File: config.mk
export PLATFORM = sky130hd
export DESIGN_NAME = uart_mmio_bridge
export DESIGN_NICKNAME = d
export VERILOG_FILES = /design/src/rtl/uart_mmio_bridge.sv
export SDC_FILE = /design/constraint.sdc
export NUM_CORES = 1
export LEC_CHECK = 0
export CAP_MARGIN = 40
export CORE_AREA = 4 4 119 121
export CTS_BUF_LIST = sky130_fd_sc_hd__clkbuf_8
export DETAILED_ROUTE_END_ITERATION = 12
export DIE_AREA = 0 0 123 125
export PLACE_DENSITY = 0.74
export SLEW_MARGIN = 20
export SYNTH_ARGS = -nofsm -noshare
export SYNTH_HDL_FRONTEND = slang
export SYNTH_SLANG_ARGS = --single-unit
File: constraint.sdc
create_clock -name Clock -period 4.03 [get_ports Clock]
set_input_delay 1.209 -clock Clock [delete_from_list [all_inputs] [get_ports Clock]]
set_output_delay 1.209 -clock Clock [all_outputs]
set_load 0.01 [all_outputs]
File: src/rtl/uart_mmio_bridge.sv
// MMIO slave bridging the CPU load/store port to the UART core: status, RX FIFO,
// TX holding register and a free-running cycle counter in one 256-byte window.
module uart_mmio_bridge #(
    parameter int          RxDepth    = 8,
    parameter int          RxAddrBits = 3,
    parameter logic [31:0] IoBase     = 32'h8000_0000
) (
    input  logic        Clock,
    input  logic        Reset,
    input  logic        Stall,
    input  logic [31:0] Addr,
    input  logic [31:0] WrData,
    input  logic        WrEn,
    input  logic        RdEn,
    output logic [31:0] RdData,
    output logic [7:0]  UartDataIn,
    output logic        UartDataInValid,
    input  logic        UartDataInReady,
    input  logic [7:0]  UartDataOut,
    input  logic        UartDataOutValid,
    output logic        UartDataOutReady
);

    localparam logic [0:0] TX_IDLE = 1'b0;
    localparam logic [0:0] TX_BUSY = 1'b1;

    localparam logic [5:0] REG_STATUS = 6'h00;
    localparam logic [5:0] REG_RXDATA = 6'h01;
    localparam logic [5:0] REG_TXDATA = 6'h02;
    localparam logic [5:0] REG_CYCLES = 6'h04;

    logic [31:0]           rd_data_q, rd_data_d;
    logic [0:0]            tx_state_q, tx_state_d;
    logic [7:0]            tx_data_q, tx_data_d;
    logic [31:0]           cyc_q, cyc_d;
    logic [RxAddrBits-1:0] rx_wptr_q, rx_wptr_d;
    logic [RxAddrBits-1:0] rx_rptr_q, rx_rptr_d;
    logic [RxAddrBits:0]   rx_cnt_q, rx_cnt_d;
    logic [7:0]            rx_mem_q [RxDepth];

    logic       access, rd_acc, wr_acc;
    logic [5:0] reg_sel;
    logic       rx_empty, rx_full, rx_push, rx_pop;
    logic       tx_ready;
    logic       unused_ok;

    assign unused_ok = ^{WrData[31:8], Addr[1:0]};

    assign access  = (RdEn | WrEn) & ~Stall & (Addr[31:8] == IoBase[31:8]);
    assign rd_acc  = access & RdEn;
    assign wr_acc  = access & WrEn;
    assign reg_sel = Addr[7:2];

    assign rx_empty = (rx_cnt_q == '0);
    assign rx_full  = (rx_cnt_q == (RxAddrBits+1)'(RxDepth));
    assign rx_push  = UartDataOutValid & ~rx_full;
    assign rx_pop   = rd_acc & (reg_sel == REG_RXDATA) & ~rx_empty;

    assign tx_ready = (tx_state_q == TX_IDLE) & UartDataInReady;

    assign RdData           = rd_data_q;
    assign UartDataIn       = tx_data_q;
    assign UartDataInValid  = (tx_state_q == TX_BUSY);
    assign UartDataOutReady = ~rx_full;

    always_comb begin
        rd_data_d = rd_data_q;
        if (rd_acc) begin
            case (reg_sel)
                REG_STATUS: rd_data_d = {30'b0, ~rx_empty, tx_ready};
                REG_RXDATA: rd_data_d = rx_empty ? 32'h0 : {24'b0, rx_mem_q[rx_rptr_q]};
                REG_CYCLES: rd_data_d = cyc_q;
                default:    rd_data_d = 32'h0;
            endcase
        end
    end

    always_comb begin
        tx_state_d = tx_state_q;
        tx_data_d  = tx_data_q;
        case (tx_state_q)
            TX_IDLE: begin
                if (wr_acc && reg_sel == REG_TXDATA && tx_ready) begin
                    tx_data_d  = WrData[7:0];
                    tx_state_d = TX_BUSY;
                end
            end
            default: begin
                if (UartDataInReady) tx_state_d = TX_IDLE;
            end
        endcase
    end

    // Write to the counter wins over the increment on the same edge.
    always_comb begin
        cyc_d = cyc_q + 32'd1;
        if (wr_acc && reg_sel == REG_CYCLES) cyc_d = 32'h0;
    end

    always_comb begin
        rx_wptr_d = rx_push ? rx_wptr_q + RxAddrBits'(1) : rx_wptr_q;
        rx_rptr_d = rx_pop  ? rx_rptr_q + RxAddrBits'(1) : rx_rptr_q;
        rx_cnt_d  = rx_cnt_q;
        case ({rx_push, rx_pop})
            2'b10:   rx_cnt_d = rx_cnt_q + (RxAddrBits+1)'(1);
            2'b01:   rx_cnt_d = rx_cnt_q - (RxAddrBits+1)'(1);
            default: rx_cnt_d = rx_cnt_q;
        endcase
    end

    always_ff @(posedge Clock) begin
        if (!Reset) begin
            rd_data_q  <= 32'h0;
            tx_state_q <= TX_IDLE;
            tx_data_q  <= 8'h0;
            cyc_q      <= 32'h0;
            rx_wptr_q  <= '0;
            rx_rptr_q  <= '0;
            rx_cnt_q   <= '0;
        end else begin
            rd_data_q  <= rd_data_d;
            tx_state_q <= tx_state_d;
            tx_data_q  <= tx_data_d;
            cyc_q      <= cyc_d;
            rx_wptr_q  <= rx_wptr_d;
            rx_rptr_q  <= rx_rptr_d;
            rx_cnt_q   <= rx_cnt_d;
        end
    end

    // Storage needs no reset; only entries below the count are ever read.
    always_ff @(posedge Clock) begin
        if (Reset && rx_push) rx_mem_q[rx_wptr_q] <= UartDataOut;
    end

endmodule
==> Changelog: implementation <==
### Changed

* CP max stage delay at 0.55 ns
* Mux share at 0.0811
* CTS tree: done
* Pwr/cell area at 370 nW/µm²
* Clock share of power at 0.401
* Fmax at 277 MHz
* Critical Path Source: Addr[8]
* Area growth, synth to finish at 25.7%
* R2R depth at 10
* Final clock-cell share at 0.0509
* Pins Over Slew Limit at 0
* Die Y-Extent at 125 µm
* Cells after synthesis at 564
* Top pwr grp: sequential cells
* Fin area at ~8000 µm²
* GRT busiest layer: met2
* CP delay by family, top: simple AND/OR/NAND/NOR gates
* Largest class: sequential cells
* Worst reg2reg setup slack at approximately 1.6 ns
* OpenROAD warnings at 53
* Simple-gate portion of the synthesized area at 0.187
* Total negative slack at 0 ns
* Global routing met3 resource utilization at 0.0456
* Final worst path period need at 3.60 ns
* Inverters at 6
* Num rows at around 42
* CP Launch Type: input pin
* Adder Area Share at 0.0120
* Worst min path class: reg -> reg
* Avg WL per Cell at 15.7 µm
* Switch Pwr at 621 µW
* Final hold violations at 0
* Hold EP: RdData[27]$_SDFFE_PN0N_
* Data buffer area share at 0.143
* Clock buffers at 18
* Max-slew headroom at 0.447
* Initial antenna violation count at 0
* CP Capture Point: rx_cnt_q[2]$_SDFFE_PN0P_
* Die Width at 123 µm
* Htree depth at 4
* Fraction of synthesis flops using an asynchronous set or reset pin at 0
* Syn_nets at 649
* Logic area at 2460 µm²
* Uppermost layer routed: met4
* Postcts setup bufs at 0
* CTS Buf Count at 17
* Post-placement cell count at 827
* Antenna-violating nets left at 0
* Most frequent cells after synthesis: dfxtp_1, nor2_1, edfxtp_1
* Worst-path clk slew at 0.08 ns
* Internal at 2.29 mW
* Post-synth top area cell: edfxtp_1
* Diode count at 0
* Static leakage at 2.58 nW
* Top cells, area: edfxtp_1, dfxtp_1, mux4_2
* RSZ-0062 raised after global routing: no
* Aoi share at 0.0613
* Routability cong. at 0.757
* Place WS at -0.0367 ns
* Power in the clock group at 1.17 mW
* Hold_sp: RdData[27]$_SDFFE_PN0N_
* Post-synth regs at 150
* Multi-In Gates at 377
* Final period utilization at 0.894
* Yosys xor share at 0.0503
* CTS Sinks at around 150
* Max cap viols at 0
* Synthesized area per cell at 11.1 µm²
* CP Depth at 12
* Flip-flops at 150
* Non-filler instance count after layout at 858
* Top cells excl fill/tap: clkdlybuf4s50_1, dfxtp_1, nor2_1
* Synth logic family: simple AND/OR/NAND/NOR gates
* GRT Util Overall at 0.181
* DR WL met3 at between 1000 and 1500 µm
* DRC viols at 0
* Most instantiated logic cell after routing: clkdlybuf4s50_1
* Final setup margin at 0.426 ns
* Slew at the pin closest to its max-slew limit at 0.828 ns
* Flop area at around 3600 µm²
* Worst vdd ir at 0.291 mV
* IO Pins at 121
* Ys Warns at 0
* Cell Type Count at between 40 and 50
* Comb area share at 0.312
* Crit Path Class: in -> reg
* CP cell instances: clkdlybuf4s50_1 > or4_4 > nor4_4 > nand4_1 > nor2_1 > ha_1 > xor2_1 > ha_1 > a21oi_1 > xor2_1 > or3_1 > a21oi_1
* Core ar. at 13100 µm²
* Met2 WL at between 6000 and 7000 µm
* Combinational Power Share at 0.047
* Post-synth seq share at 0.582
* Crit path DAT at just under 4 ns
* Nets at 755
* Worst Path Max Fanout at 2
* Post-DP Area at 7470 µm²
* Reg power frac at 0.553
* Vias in the first global route at 4550
* Hold Slack at 0.450 ns
* Power Combinational at 136 µW
* Clock Tree Root: clkbuf_8
* Switch share at 0.213
* Die ar. at around 15000 µm²
* Cell Area, Synth at 6260 µm²
* Power Sequential at 1.61 mW
* Fillers at 1016
* Largest net degree at the start of global routing at 33
* Drt first pass iters at 4
* Post-CTS Resized at 0
* Setup violators final at 0
* Max-area cell share at 0.307
* Most numerous cell in the Yosys netlist: dfxtp_1
* Yosys synthesis chip area at 6260 µm²
* First-pass GRT wire length at 22000 µm
* Layout cells sized above 1 at 0.110
* Clock buffer depth at 2
* Clk ins delay skew pair at 0.45 ns
* # Cells Yosys at 564
* Main synth FF type: dfxtp_1
* Vias per cell at 5.33
* Starting DRT DRC Count at 218
* Fraction of area in registers at 0.463
* Initial Util at 0.479
* Status: completed
* Port bufs at 94
* Met2 Usage GRT at 0.312
* Signal buffers at approximately 120
* Buf/Inv on CP at 1
* CTS Hold Bufs at 0
* DP Wirelength at about 9500 µm
* Worst Skew at 0.0103 ns
* EDFF count, synth at 64
* # Taps at 176
* Reg2reg end: rx_cnt_q[2]$_SDFFE_PN0P_
[per-stage QoR]
step,utilization,total power [mW]
3_3_place_gp,0.570,1.78
6_report,0.602,2.91
3_5_place_dp,0.571,1.78
5_1_grt,0.602,3.02
4_1_cts,0.602,2.94
2_1_floorplan,-,1.70
[cell families after synthesis]
kind of cell	count (synthesis)
AND-OR/OR-AND	62
buffers and inverters	37
adder cells (fa/ha/maj)	6
multiplexers	32
AND/OR/NAND/NOR	241
flip-flops	150
XOR/XNOR	36
[registers in the layout (all words and copies together), names as in the netlist, named ones only]
| register | count |
|---|---|
| RdData | 32 |
| cyc_q | 32 |
| UartDataIn | 8 |
| rx_mem_q | 64 |
| rx_wptr_q | 3 |
| rx_rptr_q | 3 |
| rx_cnt_q | 4 |
| UartDataInValid | 1 |
Fig. 1: metal 1
Supply wires on this layer in grey.
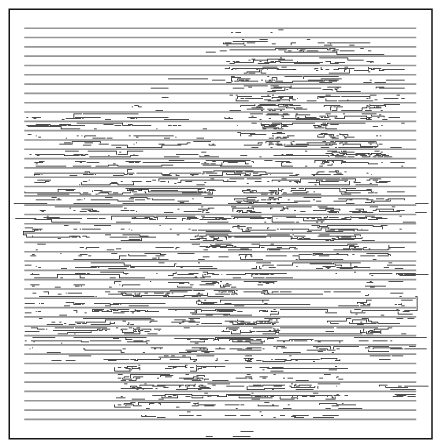
The layer holds 41% of the routed length. The longest straight run is 32.7 µm. The wires run mostly horizontal.
GR Util met1: 0.221
WL final: 13500 µm
via count: 4570

Fig. 2: M2 wires
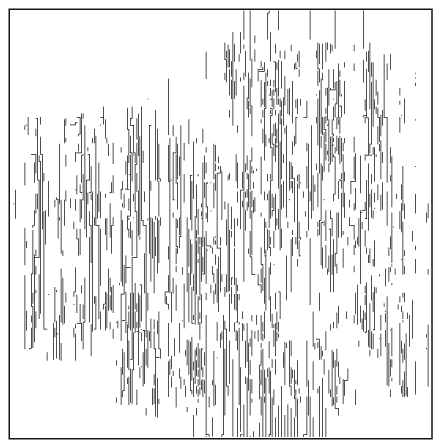
622 nets have wire on it. The layer carries 6730 µm of wire. The longest straight run is 44.4 µm.

Fig. 3: met3 routing
Bar = 20 µm. Cells faint in the background.
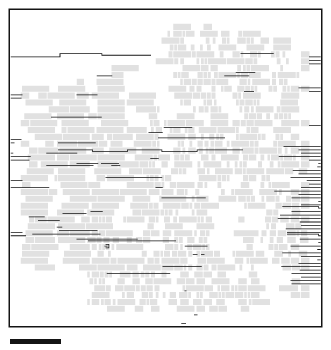
84 nets have wire on it. The longest straight run is 34.5 µm. The layer holds 7.5% of the routed length. The wires run mostly horizontal.

Fig. 4: signal wires on met4
Supply wires on this layer in grey. Cells faint in the background.
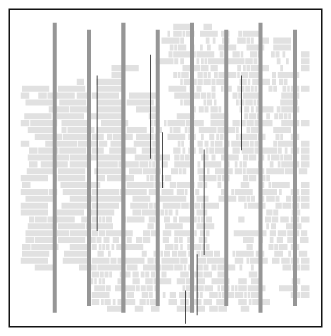
The layer carries 231 µm of wire. The layer holds 1.7% of the routed length. 5 nets have wire on it.

Power figures rest on the tool's default switching activity, not on a simulated workload.
